==> src/rtl/mem_sram_arb_pkg.sv <==
// mem_sram_arb_pkg: shared types and default widths for the two-requester
// SRAM arbiter and its tie-break sub-module.
package mem_sram_arb_pkg;

  localparam int unsigned DEF_ADDR_BITS = 8;
  localparam int unsigned DEF_DATA_BITS = 8;
  localparam int unsigned DEF_BURST_MAX = 4;

  typedef enum logic [1:0] {
    IDLE = 2'd0,
    GNT0 = 2'd1,
    GNT1 = 2'd2
  } arb_state_e;

  typedef logic req_idx_t;

  function automatic logic [1:0] req_onehot(req_idx_t idx);
    return idx ? 2'b10 : 2'b01;
  endfunction

endpackage

==> src/rtl/sram_arb_pick.sv <==
// sram_arb_pick: picks one of the candidate requesters.
// SRAM_ARB_ROUND_ROBIN_EN: when defined, ties go to the requester not served
// most recently; when undefined, requester 0 always wins and no pointer exists.
module sram_arb_pick
  import mem_sram_arb_pkg::*;
(
`ifdef SRAM_ARB_ROUND_ROBIN_EN
  input  logic       clk,
  input  logic       rst_n,
  input  logic       i_upd,
  input  logic       i_granted,
`endif
  input  logic [1:0] i_cand,
  output logic       o_any,
  output logic       o_sel
);

`ifdef SRAM_ARB_ROUND_ROBIN_EN
  req_idx_t r_ptr;

  // Pointer holds the preferred requester for the next tie.
  always_ff @(posedge clk or negedge rst_n) begin
    if (!rst_n) begin
      r_ptr <= 1'b0;
    end else if (i_upd) begin
      r_ptr <= ~i_granted;
    end
  end

  // Single candidate wins outright; a tie goes to the pointer.
  always_comb begin
    o_any = |i_cand;
    o_sel = (i_cand == 2'b11) ? r_ptr : i_cand[1];
  end
`else
  // Fixed priority: requester 0 whenever it is a candidate.
  always_comb begin
    o_any = |i_cand;
    o_sel = ~i_cand[0];
  end
`endif

endmodule

==> src/rtl/mem_sram_arbiter.sv <==
// mem_sram_arbiter: two-requester arbiter in front of a single-port SRAM with
// 1-cycle registered read data; read responses return two cycles after accept.
// SRAM_ARB_ROUND_ROBIN_EN: round-robin tie-break (default: requester 0 first).
module mem_sram_arbiter
  import mem_sram_arb_pkg::*;
#(
  parameter int unsigned ADDR_BITS = DEF_ADDR_BITS,
  parameter int unsigned DATA_BITS = DEF_DATA_BITS,
  parameter int unsigned BURST_MAX = DEF_BURST_MAX
) (
  input  logic                      clk,
  input  logic                      rst_n,
  input  logic [1:0]                req_valid,
  output logic [1:0]                req_ready,
  input  logic [1:0]                req_we,
  input  logic [1:0][ADDR_BITS-1:0] req_addr,
  input  logic [1:0][DATA_BITS-1:0] req_wdata,
  output logic [1:0]                rsp_valid,
  output logic [DATA_BITS-1:0]      rsp_rdata,
  output logic                      sram_we,
  output logic [ADDR_BITS-1:0]      sram_addr,
  output logic [DATA_BITS-1:0]      sram_wdata,
  input  logic [DATA_BITS-1:0]      sram_rdata
);

  localparam logic [3:0] BMAX = 4'(BURST_MAX);

  arb_state_e           r_state;
  arb_state_e           w_state_nxt;
  logic [3:0]           r_cnt;
  logic                 w_own_vld;
  req_idx_t             w_own;
  logic                 w_hold;
  logic [1:0]           w_cand;
  logic                 w_pick_any;
  req_idx_t             w_pick_sel;
  logic                 w_acc;
  req_idx_t             w_sel;
  logic                 r_p1_vld;
  req_idx_t             r_p1_id;
  logic [1:0]           r_rsp_valid;
  logic [DATA_BITS-1:0] r_rsp_rdata;

  // Ownership: keep the current owner while its burst lasts, otherwise offer
  // the port to the other requester first, and to anyone if it is idle.
  always_comb begin
    w_own_vld = (r_state != IDLE);
    w_own     = (r_state == GNT1);
    w_hold    = w_own_vld && req_valid[w_own] && (r_cnt < BMAX);
`ifndef SRAM_ARB_ROUND_ROBIN_EN
    // Fixed priority: a waiting requester 0 preempts requester 1.
    if (w_own && req_valid[0]) begin
      w_hold = 1'b0;
    end
`endif
    w_cand = req_valid;
    if (w_own_vld && ((req_valid & ~req_onehot(w_own)) != 2'b00)) begin
      w_cand = req_valid & ~req_onehot(w_own);
    end
  end

  sram_arb_pick u_pick (
`ifdef SRAM_ARB_ROUND_ROBIN_EN
    .clk       (clk),
    .rst_n     (rst_n),
    .i_upd     (w_acc),
    .i_granted (w_sel),
`endif
    .i_cand    (w_cand),
    .o_any     (w_pick_any),
    .o_sel     (w_pick_sel)
  );

  // Accept decision; the same-cycle grant (including from IDLE) avoids dead cycles.
  always_comb begin
    w_acc = rst_n && (w_hold || w_pick_any);
    w_sel = w_hold ? w_own : w_pick_sel;
  end

  // State register.
  always_ff @(posedge clk or negedge rst_n) begin
    if (!rst_n) begin
      r_state <= IDLE;
    end else begin
      r_state <= w_state_nxt;
    end
  end

  // Next state follows the requester served this cycle.
  always_comb begin
    w_state_nxt = IDLE;
    if (w_acc) begin
      w_state_nxt = w_sel ? GNT1 : GNT0;
    end
  end

  // Handshake and SRAM command driven straight from the accepted request.
  always_comb begin
    req_ready  = '0;
    sram_we    = 1'b0;
    sram_addr  = '0;
    sram_wdata = '0;
    if (w_acc) begin
      req_ready  = req_onehot(w_sel);
      sram_we    = req_we[w_sel];
      sram_addr  = req_addr[w_sel];
      sram_wdata = req_wdata[w_sel];
    end
  end

  // Burst counter: 1 on every new grant, counts accepts while the grant is held.
  always_ff @(posedge clk or negedge rst_n) begin
    if (!rst_n) begin
      r_cnt <= '0;
    end else if (!w_acc) begin
      r_cnt <= '0;
    end else if (w_hold) begin
      r_cnt <= (r_cnt == '1) ? r_cnt : r_cnt + 4'd1;
    end else begin
      r_cnt <= 4'd1;
    end
  end

  // Read return pipe: stage 1 waits for SRAM data, stage 2 presents it.
  always_ff @(posedge clk or negedge rst_n) begin
    if (!rst_n) begin
      r_p1_vld    <= 1'b0;
      r_p1_id     <= 1'b0;
      r_rsp_valid <= '0;
      r_rsp_rdata <= '0;
    end else begin
      r_p1_vld    <= w_acc && !req_we[w_sel];
      r_p1_id     <= w_sel;
      r_rsp_valid <= r_p1_vld ? req_onehot(r_p1_id) : 2'b00;
      if (r_p1_vld) begin
        r_rsp_rdata <= sram_rdata;
      end
    end
  end

  assign rsp_valid = r_rsp_valid;
  assign rsp_rdata = r_rsp_rdata;

endmodule

==> config.mk <==
export PLATFORM = sky130hd
export DESIGN_NAME = mem_sram_arbiter
export DESIGN_NICKNAME = d
export VERILOG_FILES = /design/src/rtl/mem_sram_arb_pkg.sv /design/src/rtl/sram_arb_pick.sv /design/src/rtl/mem_sram_arbiter.sv
export SDC_FILE = /design/constraint.sdc
export NUM_CORES = 1
export LEC_CHECK = 0
export CAP_MARGIN = 25
export CORE_MARGIN = 2
export CORE_UTILIZATION = 37
export DETAILED_ROUTE_END_ITERATION = 10
export PLACE_DENSITY_LB_ADDON = 0.08
export SLEW_MARGIN = 20
export SYNTH_ARGS = -nofsm -noshare
export SYNTH_HDL_FRONTEND = slang
export SYNTH_SLANG_ARGS = --single-unit
==> constraint.sdc <==
create_clock -name clk -period 2.93 [get_ports clk]
set_input_delay 0.586 -clock clk [delete_from_list [all_inputs] [get_ports clk]]
set_output_delay 0.586 -clock clk [all_outputs]
set_load 0.005 [all_outputs]
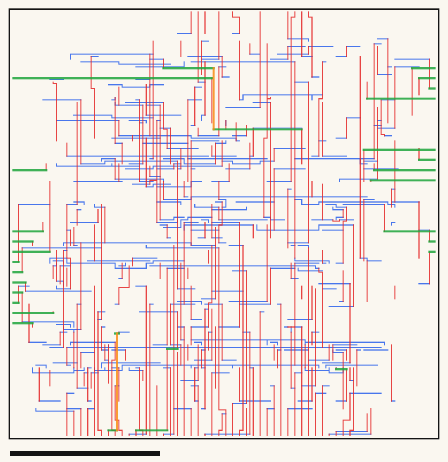
Fig. 1. Signal wires by layer.
Bar = 20 um.
legend:
  M1:
    colour: blue
    wire_length: 1,070 um
  M4:
    colour: orange
    wire_length: 21.1 um
  M2:
    colour: red
    wire_length: 1,600 um
  M3:
    colour: green
    wire_length: 133 um
routed vias: 1,009
gr usage total: 0.179

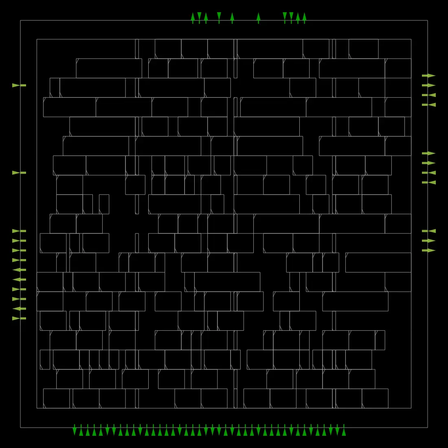
Fig. 2. Placed standard cells.
final core occ: 0.696
tapcell count: 31

==> qor.yml <==
status: "completed"
dr.max_layer_used: "met4"
critPathKind: "primary input to output port"
ys_top_logic_family: "multiplexers"
synth.distinct_cells: 24
comb_share: 0.287
ys_ff: 18
num_rows: 19
cts_tree: "built"
setup-violations-final: 0
cp.depth: 6
gp_congestion: 0.814
top_cell: "nand2_1"
pwr-share-seq: 0.424
power.share.clock: 0.221
nonClockInverterCount: 0
yosysCellCount: 101
cpPeakStageDelay_ps: 560
n_fill_cell: 216
drive_gt1_frac: 0.124
r2r_start: "r_state[0]$_DFF_PN0_"
placed_area_um2: 1810
clock_skew_ps: 1.65
cts_sinks: 18
top_cells_by_count: "nand2_1 (32), dfrtp_1 (18), mux2i_1 (16), mux2_2 (8), buf_6 (4)"
largest_reg_flops: 8
met3_length_um: 132
p_comb_frac: 0.355
seq_area_um2: 450
p_clk_uw: 153
worstPathBufferInverterCount: 3
xor_area_frac: 0
final-nonclk-buf-share: 0.434
preCtsSetupSlack_ps: 13.4
async_flop_share: 1.00
p_seq_uw: 294
slew_violations: 0
hold_start: "r_p1_id$_DFF_PN0_"
cts_resized: 0
r2r_cells: 3
grt_pass1_vias: 1046
ys_sh_aoi: 0.0649
diodes: 0
drtIter0Drc: 29
cp-start-kind: "primary input"
port_buffers: 74
ant_nets: 0
edf_count: 0
seq_share: 0.239
clk_pin_slew_ps: 100
syn_avg_cell_area_um2: 10.3
comb_power_uw: 246
clock_path_buffers: 2
die_y_um: 57.0
whs_endpoint: "rsp_valid[0]$_DFF_PN0_"
chipArea_um2: 3250
placed_cells: 204
min_period_ps: 2850
mostFrequentLayoutCell: "clkdlybuf4s50_1"
grtUsageMet3: 0.0522
ys.flop_type: "dfrtp_1"
postCtsSetupRepairBufs: 0
comb_area_um2: 542
worst_ep_arrival_time_ps: 2260
h-tree-depth: 1
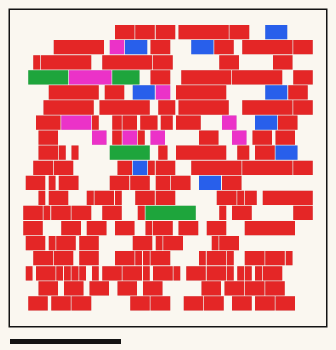
Fig. 3. Drive-strength map.
Bar = 20 um.
legend:
  x3 and x4:
    colour: magenta
    cells: 9
  x1 and smaller:
    colour: red
    cells: 156
  x2:
    colour: blue
    cells: 9
  x6 and larger:
    colour: green
    cells: 4
worst setup margin: 81.4 ps
Post-Layout Inst Area: 1890 um2
bufs w/o clock: 80
synth-to-layout area growth: 81.1%

Power is estimated from default activity; no workload was simulated.
